**Cells by drive strength**

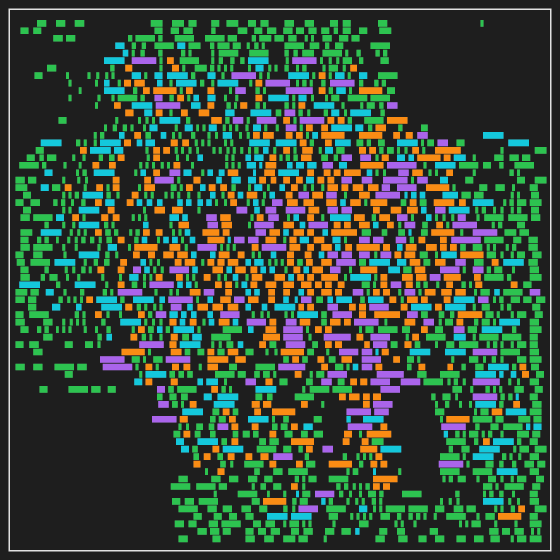
**Cell classes on the final placement**

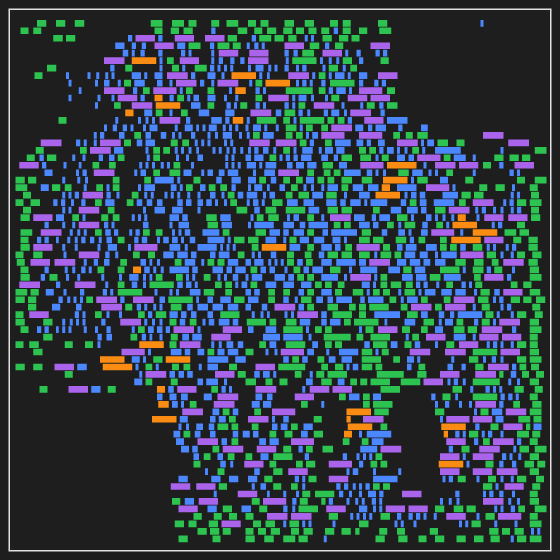
**Signal metal coverage by tile**

The bar under the picture is 50 µm long. 39 x 39 tiles, from dark blue (low) to red (high), scaled to the fullest tile. Values are wire area over tile area, all layers added.
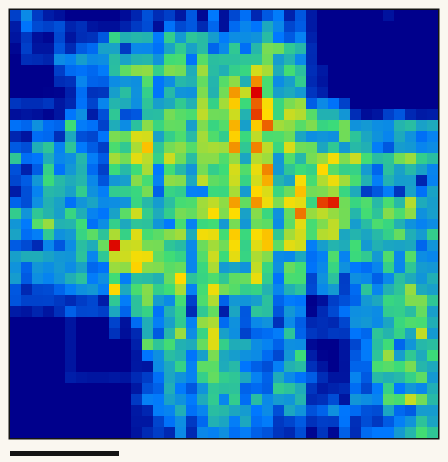
**Congestion heat map**

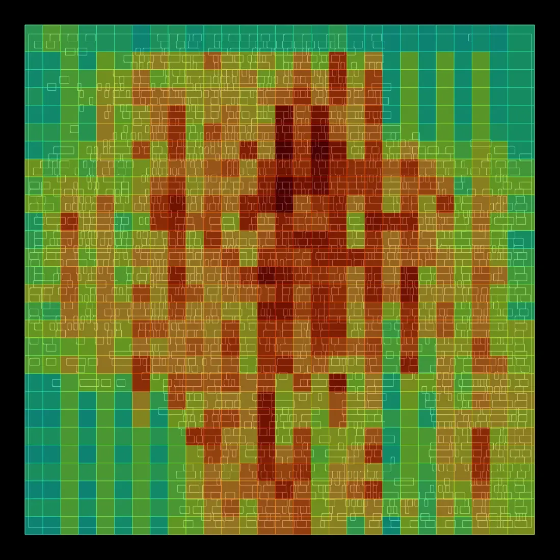
==> config.mk <==
export PLATFORM = sky130hd
export DESIGN_NAME = fetch_unit
export DESIGN_NICKNAME = d
export VERILOG_FILES = /design/src/rtl/riscv_pkg.sv /design/src/rtl/fetch_unit.sv
export SDC_FILE = /design/constraint.sdc
export NUM_CORES = 1
export LEC_CHECK = 0
export ABC_AREA = 1
export CAP_MARGIN = 20
export CELL_PAD_IN_SITES_DETAIL_PLACEMENT = 1
export CELL_PAD_IN_SITES_GLOBAL_PLACEMENT = 2
export CORE_UTILIZATION = 22
export DETAILED_ROUTE_END_ITERATION = 10
export HOLD_SLACK_MARGIN = 0.03
export PLACE_DENSITY = 0.81
export SLEW_MARGIN = 20
export SYNTH_ARGS = -nofsm -noshare
export SYNTH_HDL_FRONTEND = slang
export SYNTH_SLANG_ARGS = --single-unit
==> constraint.sdc <==
create_clock -name clk -period 1.7 [get_ports clk]
set_clock_uncertainty 0.05 [all_clocks]
set_input_delay 0.34 -clock clk [delete_from_list [all_inputs] [get_ports clk]]
set_output_delay 0.34 -clock clk [all_outputs]
set_load 0.005 [all_outputs]
==> src/rtl/riscv_pkg.sv <==
// Shared RV32I decode constants and the fetch front-end state encoding.
// Opcode constants are also consumed by the decode controller.
package riscv_pkg;

    localparam logic [6:0] OP_LOAD   = 7'b0000011;
    localparam logic [6:0] OP_IMM    = 7'b0010011;
    localparam logic [6:0] OP_STORE  = 7'b0100011;
    localparam logic [6:0] OP_REG    = 7'b0110011;
    localparam logic [6:0] OP_BRANCH = 7'b1100011;

    localparam logic [31:0] NOP_INSTR = 32'h00000013;

    typedef enum logic [1:0] {
        FETCH_REQ  = 2'd0,
        FETCH_WAIT = 2'd1,
        FETCH_HOLD = 2'd2
    } fetch_state_t;

    function automatic logic is_legal_opcode(input logic [6:0] op);
        return (op == OP_LOAD) || (op == OP_IMM) || (op == OP_STORE) ||
               (op == OP_REG)  || (op == OP_BRANCH);
    endfunction

endpackage

==> src/rtl/fetch_unit.sv <==
// Instruction fetch: one outstanding imem read, result held until decode takes it; 3 cycles/instr best case.
// Request holds until accepted; instr holds while instr_ready=0; redirect flushes and drops in-flight data.
module fetch_unit
    import riscv_pkg::*;
#(
    parameter int              XLEN     = 64,
    parameter logic [XLEN-1:0] RESET_PC = '0
) (
    input  logic            clk,
    input  logic            rst,
    output logic            imem_req_valid,
    output logic [XLEN-1:0] imem_req_addr,
    input  logic            imem_req_ready,
    input  logic            imem_rsp_valid,
    input  logic [31:0]     imem_rsp_data,
    input  logic            redirect_valid,
    input  logic [XLEN-1:0] redirect_target,
    output logic            instr_valid,
    input  logic            instr_ready,
    output logic [31:0]     instr,
    output logic [XLEN-1:0] instr_pc,
    output logic [6:0]      opcode,
    output logic [2:0]      funct3,
    output logic            funct7_5,
    output logic            op_5,
    output logic            instr_illegal,
    output logic            fetch_misaligned
);

    fetch_state_t    r_state, w_state_nxt;
    logic [XLEN-1:0] r_pc, w_pc_nxt;
    logic            r_drop, w_drop_nxt;
    logic            r_instr_valid, w_instr_valid_nxt;
    logic [31:0]     r_instr, w_instr_nxt;
    logic [XLEN-1:0] r_instr_pc, w_instr_pc_nxt;
    logic            r_misaligned, w_misaligned_nxt;
    logic            w_req_hs;

    assign w_req_hs = (r_state == FETCH_REQ) && imem_req_ready;

    always_ff @(posedge clk) begin
        if (rst) begin
            r_state       <= FETCH_REQ;
            r_pc          <= RESET_PC;
            r_drop        <= 1'b0;
            r_instr_valid <= 1'b0;
            r_instr       <= NOP_INSTR;
            r_instr_pc    <= '0;
            r_misaligned  <= 1'b0;
        end else begin
            r_state       <= w_state_nxt;
            r_pc          <= w_pc_nxt;
            r_drop        <= w_drop_nxt;
            r_instr_valid <= w_instr_valid_nxt;
            r_instr       <= w_instr_nxt;
            r_instr_pc    <= w_instr_pc_nxt;
            r_misaligned  <= w_misaligned_nxt;
        end
    end

    always_comb begin
        w_state_nxt       = r_state;
        w_pc_nxt          = r_pc;
        w_drop_nxt        = r_drop;
        w_instr_valid_nxt = r_instr_valid;
        w_instr_nxt       = r_instr;
        w_instr_pc_nxt    = r_instr_pc;
        w_misaligned_nxt  = 1'b0;

        case (r_state)
            FETCH_REQ: begin
                if (w_req_hs) w_state_nxt = FETCH_WAIT;
            end
            FETCH_WAIT: begin
                if (imem_rsp_valid) begin
                    if (r_drop) begin
                        w_drop_nxt  = 1'b0;
                        w_state_nxt = FETCH_REQ;
                    end else begin
                        w_instr_nxt       = imem_rsp_data;
                        w_instr_pc_nxt    = r_pc;
                        w_instr_valid_nxt = 1'b1;
                        w_pc_nxt          = r_pc + XLEN'(4);
                        w_state_nxt       = FETCH_HOLD;
                    end
                end
            end
            FETCH_HOLD: begin
                if (r_instr_valid && instr_ready) begin
                    w_instr_valid_nxt = 1'b0;
                    w_state_nxt       = FETCH_REQ;
                end
            end
            default: w_state_nxt = FETCH_REQ;
        endcase

        // Redirect overrides everything above; a response landing this cycle is wrong-path.
        if (redirect_valid) begin
            w_pc_nxt         = {redirect_target[XLEN-1:2], 2'b00};
            w_misaligned_nxt = |redirect_target[1:0];
            w_instr_nxt      = r_instr;
            w_instr_pc_nxt   = r_instr_pc;
            case (r_state)
                FETCH_REQ: begin
                    if (w_req_hs) begin
                        w_state_nxt = FETCH_WAIT;
                        w_drop_nxt  = 1'b1;
                    end else begin
                        w_state_nxt = FETCH_REQ;
                    end
                end
                FETCH_WAIT: begin
                    w_instr_valid_nxt = 1'b0;
                    if (imem_rsp_valid) begin
                        w_state_nxt = FETCH_REQ;
                        w_drop_nxt  = 1'b0;
                    end else begin
                        w_state_nxt = FETCH_WAIT;
                        w_drop_nxt  = 1'b1;
                    end
                end
                default: begin
                    w_instr_valid_nxt = 1'b0;
                    w_state_nxt       = FETCH_REQ;
                end
            endcase
        end
    end

    assign imem_req_valid   = (r_state == FETCH_REQ);
    assign imem_req_addr    = r_pc;
    assign instr_valid      = r_instr_valid;
    assign instr            = r_instr;
    assign instr_pc         = r_instr_pc;
    assign opcode           = r_instr[6:0];
    assign funct3           = r_instr[14:12];
    assign funct7_5         = r_instr[30];
    assign op_5             = r_instr[5];
    assign instr_illegal    = r_instr_valid && !is_legal_opcode(r_instr[6:0]);
    assign fetch_misaligned = r_misaligned;

endmodule

==> GITHUB_STEP_SUMMARY <==
## Implementation flow summary

| Metric | Value |
|---|---|
| WP data required | `2.02 ns` |
| Outcome | `finished, violations left` |
| I/O Pins | `278` |
| Sw frac | `29.57%` |
| Register area | `0.003388 mm²` |
| Hold Crit Class | `input pin to flop` |
| Number of max-cap violations | `0` |
| Post-synth regs | `161` |
| Cycle use final | `114.2%` |
| Seq share, synth | `38.68%` |
| RSZ-0062 raised after global routing | `yes` |
| Die Y | `196.6 µm` |
| DRT Pass-1 Iters | `5` |
| Post-synth top cells | `nand2_1, nor2_1, dfxtp_1, o21ai_0, inv_1` |
| Max Used Layer | `met4` |
| Hold Buf Count CTS | `0` |
| CP max stage cell | `dfxtp_4` |
| Starting Density | `22.54%` |
| Worst setup margin | `-0.2415 ns` |
| Post-Place Cells | `2,188` |
| Yosys cell count | `1,252` |
| Cell with the most instances after synthesis | `nand2_1` |
| Cell area leaders | `dfxtp_1, nand2_1, nor2_1` |
| Die W | `196.6 µm` |
| Area share, top type | `38.68%` |
| Power per cell area | `635.1 mW/mm²` |
| CP startpoint | `imem_req_addr[14]` |
| Initial antenna violation count | `0` |
| DR WL met2 | `24,110 µm` |
| Yosys chip area | `0.008332 mm²` |
| Area leader, netlist | `dfxtp_1` |
| Design Power | `10.57 mW` |
| Final setup fails | `48` |
| Pin count of the biggest net entering global routing | `70` |
| Clk sinks | `161` |
| Most used cell, CP | `buf_6` |
| Setup repair bufs after CTS | `57` |
| Top power group | `clock` |
| Nets | `1,905` |
| YS warnings | `0` |
| Setup crit start kind | `flop` |
| First-pass GRT wire length | `66,100 µm` |
| Dominant combinational family | `simple AND/OR/NAND/NOR gates` |
| CTS root buffer | `clkbuf_16` |
| Synthesized-area fraction occupied by adder cells | `0.6007%` |
| Simple Share, Synth | `33.92%` |
| Failing checks | `negative setup slack` |
| Most used flip-flop cell | `dfxtp_1` |
| Post-DRT Antenna Nets | `0` |
| Post-cts resize count | `459` |
| Fin crit period | `1.941 ns` |
| Sw power | `3.125 mW` |
| Worst skew pair latency | `0.46 ns` |
| Mapped Area | `0.008332 mm²` |
| Ao+oa area frac | `17.95%` |
| Vias in the first global route | `11,330` |
| Reg power frac | `39.1%` |
| Via density | `4.762` |
| Clock-net power | `4.27 mW` |
| DP Worst Slack | `-0.4508 ns` |
| Worst Path Arrival | `2.26 ns` |
| CP Class | `flop to flop` |
| Hold Crit Start | `redirect_valid` |
-- 'cells by drive strength' (at the start) --
_6 and larger: drawn in purple, cells 133, most used buf_6. _2 cells: drawn in cyan, cells 251, most used dfxtp_2. _3 and _4 cells: drawn in orange, cells 369, most used buf_4. _0 and _1 cells: drawn in green, cells 1,059, most used nand2_1.
Finished Cell Area: 0.01664 mm²
Buffers excl. clock: 603
worst setup margin: -0.2415 ns
P&R area growth vs syn: 99.74%

-- 'cell classes on the final placement' (at the start) --
clock drivers and dummy loads: drawn in orange, cells 32, share of their area 3.9%. remaining buffers and delay cells: drawn in green, cells 603, share of their area 36%. combinational and other logic: drawn in blue, cells 1,016, share of their area 39%. sequential cells: drawn in purple, cells 161, share of their area 21%.
FP Rows: 70
flop share of the area: 20.36%
Core Util, Final: 45.03%
Core Footprint: 0.03696 mm²

-- 'signal metal coverage by tile' (at the start) --
The fullest tile reaches 0.63. The emptiest ninth of the die: south-west. 20% of the tiles are over half the peak. The mean over all tiles is 0.20. The densest ninth of the die: centre. 15% of the tiles are nearly empty.
GRT Overall Usage: 22.61%
total number of vias: 11,030
drt total wl: 47,960 µm

-- 'congestion heat map' (at the start) --
Routed WL per cell: 20.70 µm
met1 Track Usage GR: 27.20%

[area by class of cell]
type	instances	area share, %
clock buffers	17	2.556
flip-flops and latches	161	20.36
clock inverters	15	1.173
repair buffers	603	35.05
diodes	1	0.01504
inverters	89	2.098
multi-input cells	927	34.96
well taps	504	3.789
[cells by family after synthesis]
kind of cell | after synthesis
adder cells (fa/ha/maj) | 4
XOR/XNOR | 2
AND/OR/NAND/NOR | 665
buffers and inverters | 167
AND-OR/OR-AND | 252
other | 1
flip-flops | 161
[final timing paths]
| path | end | cells past startpoint |
|---|---|---|
| worst max-delay path | imem_req_addr[55] | 12 |
| worst min-delay path | imem_req_addr[5] | 3 |
| worst max register to register | imem_req_addr[55] | 12 |
| worst min register to register | instr_pc[19] | 2 |
Power and IR drop assume default switching activity.
